[src/rtl/mult_div_pkg.sv]
// Shared definitions for the signed multiply/divide controller: FSM states,
// iteration count and the divide-overflow operands.
package mult_div_pkg;

  // Number of Booth / restoring-division iterations per operation.
  localparam int ITER_COUNT = 32;

  // Counter value seen during the final iteration of MULT or DIV.
  localparam logic [5:0] LAST_STEP = 6'(ITER_COUNT - 1);

  // The one signed divide whose true quotient (+2^31) does not fit in 32 bits.
  localparam logic [31:0] INT_MIN = 32'h8000_0000;
  localparam logic [31:0] NEG_ONE = 32'hFFFF_FFFF;

  // Controller states. Only ST_IDLE accepts a start.
  typedef enum logic [2:0] {
    ST_IDLE = 3'd0,
    ST_MULT = 3'd1,
    ST_DIV  = 3'd2,
    ST_FIX  = 3'd3,
    ST_DONE = 3'd4
  } state_e;

  // Two's-complement magnitude. INT_MIN maps onto 0x80000000, which is the
  // correct unsigned magnitude 2^31.
  function automatic logic [31:0] abs32(input logic [31:0] v);
    return v[31] ? (32'd0 - v) : v;
  endfunction

  // Two's-complement negate, used for the divide sign correction.
  function automatic logic [31:0] neg32(input logic [31:0] v);
    return 32'd0 - v;
  endfunction

endpackage

[src/rtl/mult_div_ctrl_div_step.sv]
// One iteration of unsigned restoring division.
// The accumulator packs {remainder[31:0], quotient/dividend[31:0]}. Each step
// shifts the pair left by one, trial-subtracts the divisor from the widened
// remainder, keeps the difference when it is non-negative and shifts the
// resulting quotient bit into the bottom.
module div_step (
  input  logic [63:0] acc_i,
  input  logic [31:0] divisor_i,
  output logic [63:0] acc_o
);

  logic [32:0] rem_shift;
  logic [32:0] rem_diff;
  logic        take;
  logic [31:0] rem_new;

  // Shift, trial subtract, and restore when the trial goes negative.
  always_comb begin
    // Remainder after the left shift needs 33 bits: it can reach 2*divisor-1.
    rem_shift = acc_i[63:31];
    rem_diff  = rem_shift - {1'b0, divisor_i};
    take      = (rem_shift >= {1'b0, divisor_i});
    // Either branch is below the divisor (<= 2^31), so 32 bits suffice.
    rem_new   = take ? rem_diff[31:0] : rem_shift[31:0];
    acc_o     = {rem_new, acc_i[30:0], take};
  end

endmodule

[src/rtl/mult_div_ctrl.sv]
// Iterative signed multiply/divide unit producing the Hi/Lo register pair.
//
// Handshake: a start is a single-cycle request honoured only while the unit is
// idle (busy low and not in the DONE cycle); start_mult wins over start_div,
// starts at any other time are dropped, operands are sampled only at the
// accepting edge, busy covers the cycle after acceptance through the DONE
// cycle, and done pulses for exactly one cycle with hi/lo already valid.
//
// Multiply: radix-2 Booth over 32 steps, 33 cycles from acceptance to DONE.
// Divide: restoring division on magnitudes over 32 steps, one FIX cycle for
// sign correction, DONE in cycle 34. Divide by zero goes straight to DONE with
// div_zero set and hi/lo untouched.
module mult_div_ctrl
  import mult_div_pkg::*;
(
  input  logic        clk,
  input  logic        reset,
  input  logic        start_mult,
  input  logic        start_div,
  input  logic [31:0] op_a,
  input  logic [31:0] op_b,
  output logic        busy,
  output logic        done,
  output logic        div_zero,
  output logic [31:0] hi,
  output logic [31:0] lo
);

  state_e      state_q, state_d;
  logic [5:0]  cnt_q, cnt_d;

  // Shared 64-bit accumulator: Booth partial product, or {remainder, quotient}.
  logic [63:0] acc_q, acc_d;

  // Multiply operands: sign-extended multiplicand shifted left each step,
  // multiplier shifted right with the previous LSB kept for Booth recoding.
  logic [63:0] mcand_q, mcand_d;
  logic [31:0] mplier_q, mplier_d;
  logic        booth_prev_q, booth_prev_d;

  // Divide operands and the sign fix-ups decided at acceptance.
  logic [31:0] divisor_q, divisor_d;
  logic        neg_quo_q, neg_quo_d;
  logic        neg_rem_q, neg_rem_d;
  logic        ovf_q, ovf_d;

  // Registered outputs.
  logic [31:0] hi_q, hi_d;
  logic [31:0] lo_q, lo_d;
  logic        busy_q, busy_d;
  logic        done_q, done_d;
  logic        dz_q, dz_d;

  logic [63:0] div_acc_nxt;
  logic [63:0] booth_acc;

  div_step u_div_step (
    .acc_i     (acc_q),
    .divisor_i (divisor_q),
    .acc_o     (div_acc_nxt)
  );

  // Booth recoding of the current multiplier bit pair: 01 adds, 10 subtracts.
  always_comb begin
    booth_acc = acc_q;
    case ({mplier_q[0], booth_prev_q})
      2'b01:   booth_acc = acc_q + mcand_q;
      2'b10:   booth_acc = acc_q - mcand_q;
      default: booth_acc = acc_q;
    endcase
  end

  // Next-state, datapath step and output decode.
  always_comb begin
    state_d      = state_q;
    cnt_d        = cnt_q;
    acc_d        = acc_q;
    mcand_d      = mcand_q;
    mplier_d     = mplier_q;
    booth_prev_d = booth_prev_q;
    divisor_d    = divisor_q;
    neg_quo_d    = neg_quo_q;
    neg_rem_d    = neg_rem_q;
    ovf_d        = ovf_q;
    hi_d         = hi_q;
    lo_d         = lo_q;
    dz_d         = 1'b0;

    case (state_q)
      ST_IDLE: begin
        if (start_mult) begin
          state_d      = ST_MULT;
          cnt_d        = 6'd0;
          acc_d        = 64'd0;
          mcand_d      = {{32{op_a[31]}}, op_a};
          mplier_d     = op_b;
          booth_prev_d = 1'b0;
        end else if (start_div) begin
          cnt_d = 6'd0;
          if (op_b == 32'd0) begin
            // Nothing to compute: report immediately and keep hi/lo.
            state_d = ST_DONE;
            dz_d    = 1'b1;
          end else begin
            state_d   = ST_DIV;
            acc_d     = {32'd0, abs32(op_a)};
            divisor_d = abs32(op_b);
            neg_quo_d = op_a[31] ^ op_b[31];
            neg_rem_d = op_a[31];
            ovf_d     = (op_a == INT_MIN) && (op_b == NEG_ONE);
          end
        end
      end

      ST_MULT: begin
        acc_d        = booth_acc;
        mcand_d      = {mcand_q[62:0], 1'b0};
        mplier_d     = {mplier_q[31], mplier_q[31:1]};
        booth_prev_d = mplier_q[0];
        cnt_d        = cnt_q + 6'd1;
        if (cnt_q == LAST_STEP) begin
          state_d = ST_DONE;
          hi_d    = booth_acc[63:32];
          lo_d    = booth_acc[31:0];
        end
      end

      ST_DIV: begin
        acc_d = div_acc_nxt;
        cnt_d = cnt_q + 6'd1;
        if (cnt_q == LAST_STEP) begin
          state_d = ST_FIX;
        end
      end

      ST_FIX: begin
        state_d = ST_DONE;
        if (ovf_q) begin
          // Quotient wraps to INT_MIN, remainder is exactly zero, no flag.
          lo_d = INT_MIN;
          hi_d = 32'd0;
        end else begin
          lo_d = neg_quo_q ? neg32(acc_q[31:0])  : acc_q[31:0];
          hi_d = neg_rem_q ? neg32(acc_q[63:32]) : acc_q[63:32];
        end
      end

      ST_DONE: begin
        state_d = ST_IDLE;
      end

      default: begin
        state_d = ST_IDLE;
      end
    endcase

    busy_d = (state_d != ST_IDLE);
    done_d = (state_d == ST_DONE);
  end

  // State, datapath and output registers with synchronous reset.
  always_ff @(posedge clk) begin
    if (reset) begin
      state_q      <= ST_IDLE;
      cnt_q        <= 6'd0;
      acc_q        <= 64'd0;
      mcand_q      <= 64'd0;
      mplier_q     <= 32'd0;
      booth_prev_q <= 1'b0;
      divisor_q    <= 32'd0;
      neg_quo_q    <= 1'b0;
      neg_rem_q    <= 1'b0;
      ovf_q        <= 1'b0;
      hi_q         <= 32'd0;
      lo_q         <= 32'd0;
      busy_q       <= 1'b0;
      done_q       <= 1'b0;
      dz_q         <= 1'b0;
    end else begin
      state_q      <= state_d;
      cnt_q        <= cnt_d;
      acc_q        <= acc_d;
      mcand_q      <= mcand_d;
      mplier_q     <= mplier_d;
      booth_prev_q <= booth_prev_d;
      divisor_q    <= divisor_d;
      neg_quo_q    <= neg_quo_d;
      neg_rem_q    <= neg_rem_d;
      ovf_q        <= ovf_d;
      hi_q         <= hi_d;
      lo_q         <= lo_d;
      busy_q       <= busy_d;
      done_q       <= done_d;
      dz_q         <= dz_d;
    end
  end

  assign busy     = busy_q;
  assign done     = done_q;
  assign div_zero = dz_q;
  assign hi       = hi_q;
  assign lo       = lo_q;

endmodule
[config.mk]
export PLATFORM = sky130hd
export DESIGN_NAME = mult_div_ctrl
export DESIGN_NICKNAME = d
export VERILOG_FILES = /design/src/rtl/mult_div_pkg.sv /design/src/rtl/mult_div_ctrl_div_step.sv /design/src/rtl/mult_div_ctrl.sv
export SDC_FILE = /design/constraint.sdc
export NUM_CORES = 1
export LEC_CHECK = 0
export CELL_PAD_IN_SITES_DETAIL_PLACEMENT = 0
export CELL_PAD_IN_SITES_GLOBAL_PLACEMENT = 2
export CORE_MARGIN = 2
export CORE_UTILIZATION = 38
export CTS_CLUSTER_SIZE = 8
export DETAILED_ROUTE_END_ITERATION = 10
export DONT_BUFFER_PORTS = 1
export PLACE_DENSITY_LB_ADDON = 0.1
export SYNTH_ARGS = -nofsm -noshare
export SYNTH_HDL_FRONTEND = slang
export SYNTH_SLANG_ARGS = --single-unit
[constraint.sdc]
create_clock -name clk -period 7.1 [get_ports clk]
set_input_delay 1.42 -clock clk [delete_from_list [all_inputs] [get_ports clk]]
set_output_delay 1.42 -clock clk [all_outputs]
set_load 0.03 [all_outputs]
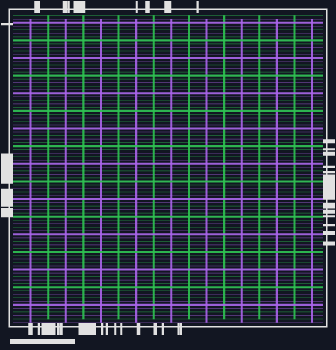
Fig. 1. Supply network.
Bar = 50 microns. Pins as bars on the die edge.
color	net
purple	VSS
green	VDD
met5 straps	17
met1 rails	88
signal pins	135
rows	87
met4 straps	17

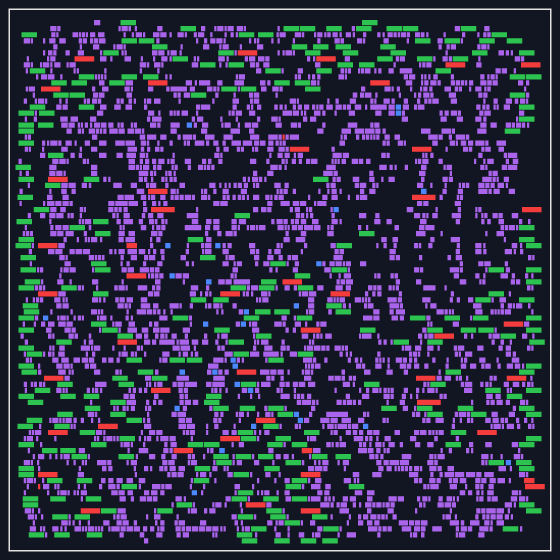
Fig. 2. Placement by cell class.
color	class	cells
blue	other buffers and delay cells	29
green	flops	272
purple	all other logic	2466
red	clock drivers and dummy loads	48

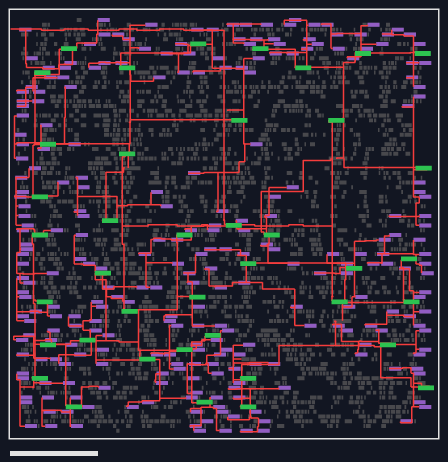
Fig. 3. Clock network drawn from the DEF.
Bar = 50 microns.
[purple] flip-flops | count: 272
[green] cells driving clock nets | count: 40
[red] clock wires | length: 5060 microns
routed clock nets	41

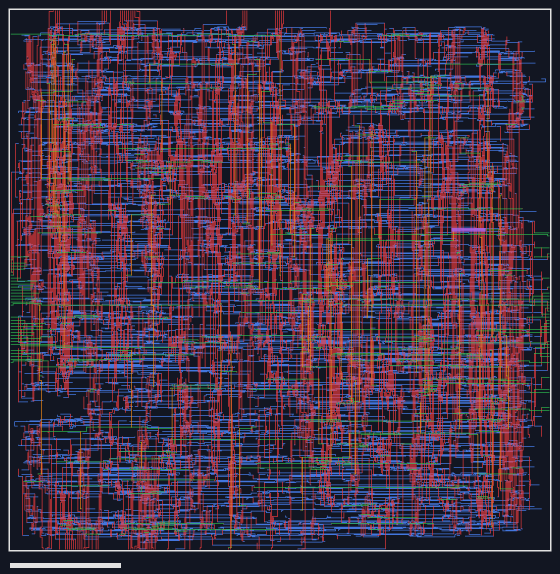
Fig. 4. Signal wires by layer.
Bar = 50 microns.
color	layer	wire length
green	met3	4890 microns
red	met2	41.6 mm
blue	met1	40.1 mm
orange	met4	3440 microns
purple	met5	13.8 microns

==> impl_metrics.toml <==
# implementation run metrics
[cells_and_area]
antennaDiodeCount = 1
layout.clock_buffers = 45
seqAreaFraction_pct = 23.39

[power_and_ir_drop]
clock_power_w = 0.00183
power_leakage_nw = 8.786

[setup_path]
crit-reg2reg-capture = "hi[25]"
cp_data_arrival_time_ps = 6340
endpoint_kind = "flop"
worst_setup_path_start_kind = "flop"
worstReg2RegStart = "mcand_q[2]"

[clock_tree]
clock_tree.htree_level_count = 2
clk_pin_slew_worst_paths_ps = 50

[die]
num_io_pins = 135

[flow_run]
stage_log_warnings = 30

[logic_synthesis]
main_synth_ff_type = "sky130_fd_sc_hd__dfxtp_1"
ys_top_cells_by_area = "sky130_fd_sc_hd__dfxtp_1, sky130_fd_sc_hd__xnor2_1, sky130_fd_sc_hd__nor2_1"
synth.most_common_cell = "sky130_fd_sc_hd__nor2_1"

[status]
status = "completed"

[worst_hold_path]
number_of_instances_on_the_worst_hold_path = 2

[global_route]
number_of_global_route_vias_before_repair = 20890

[detailed_routing]
detail_route.vias_per_cell = 6.190
-- layer usage --
| metal | GRT usage [%] | vias to the layer above | part of all wire, % |
|---|---|---|---|
| met3 | 4.230 | 152 | 5.4 |
| met1 | 39.11 | 10710 | 45 |
| met4 | 10.69 | 2 | 3.8 |
| li1 | - | 10540 | - |
| met5 | 0 | - | 0.014 |
| met2 | 48.63 | 708 | 46 |
-- metrics by stage --
step	cell area [sq um]	util, %	power [W]	instances	hold WS, ps
6_report	23280	41.13	0.006403	3572	457.1
5_1_grt	23280	41.13	0.006776	3571	479.4
4_1_cts	23280	41.13	0.006435	3571	452.7
3_5_place_dp	22140	39.11	0.004571	3523	445.7
3_3_place_gp	22140	39.11	0.004571	3523	436.5
2_1_floorplan	21840	-	0.003827	2980	432.3
Power is estimated from default activity; no workload was simulated.
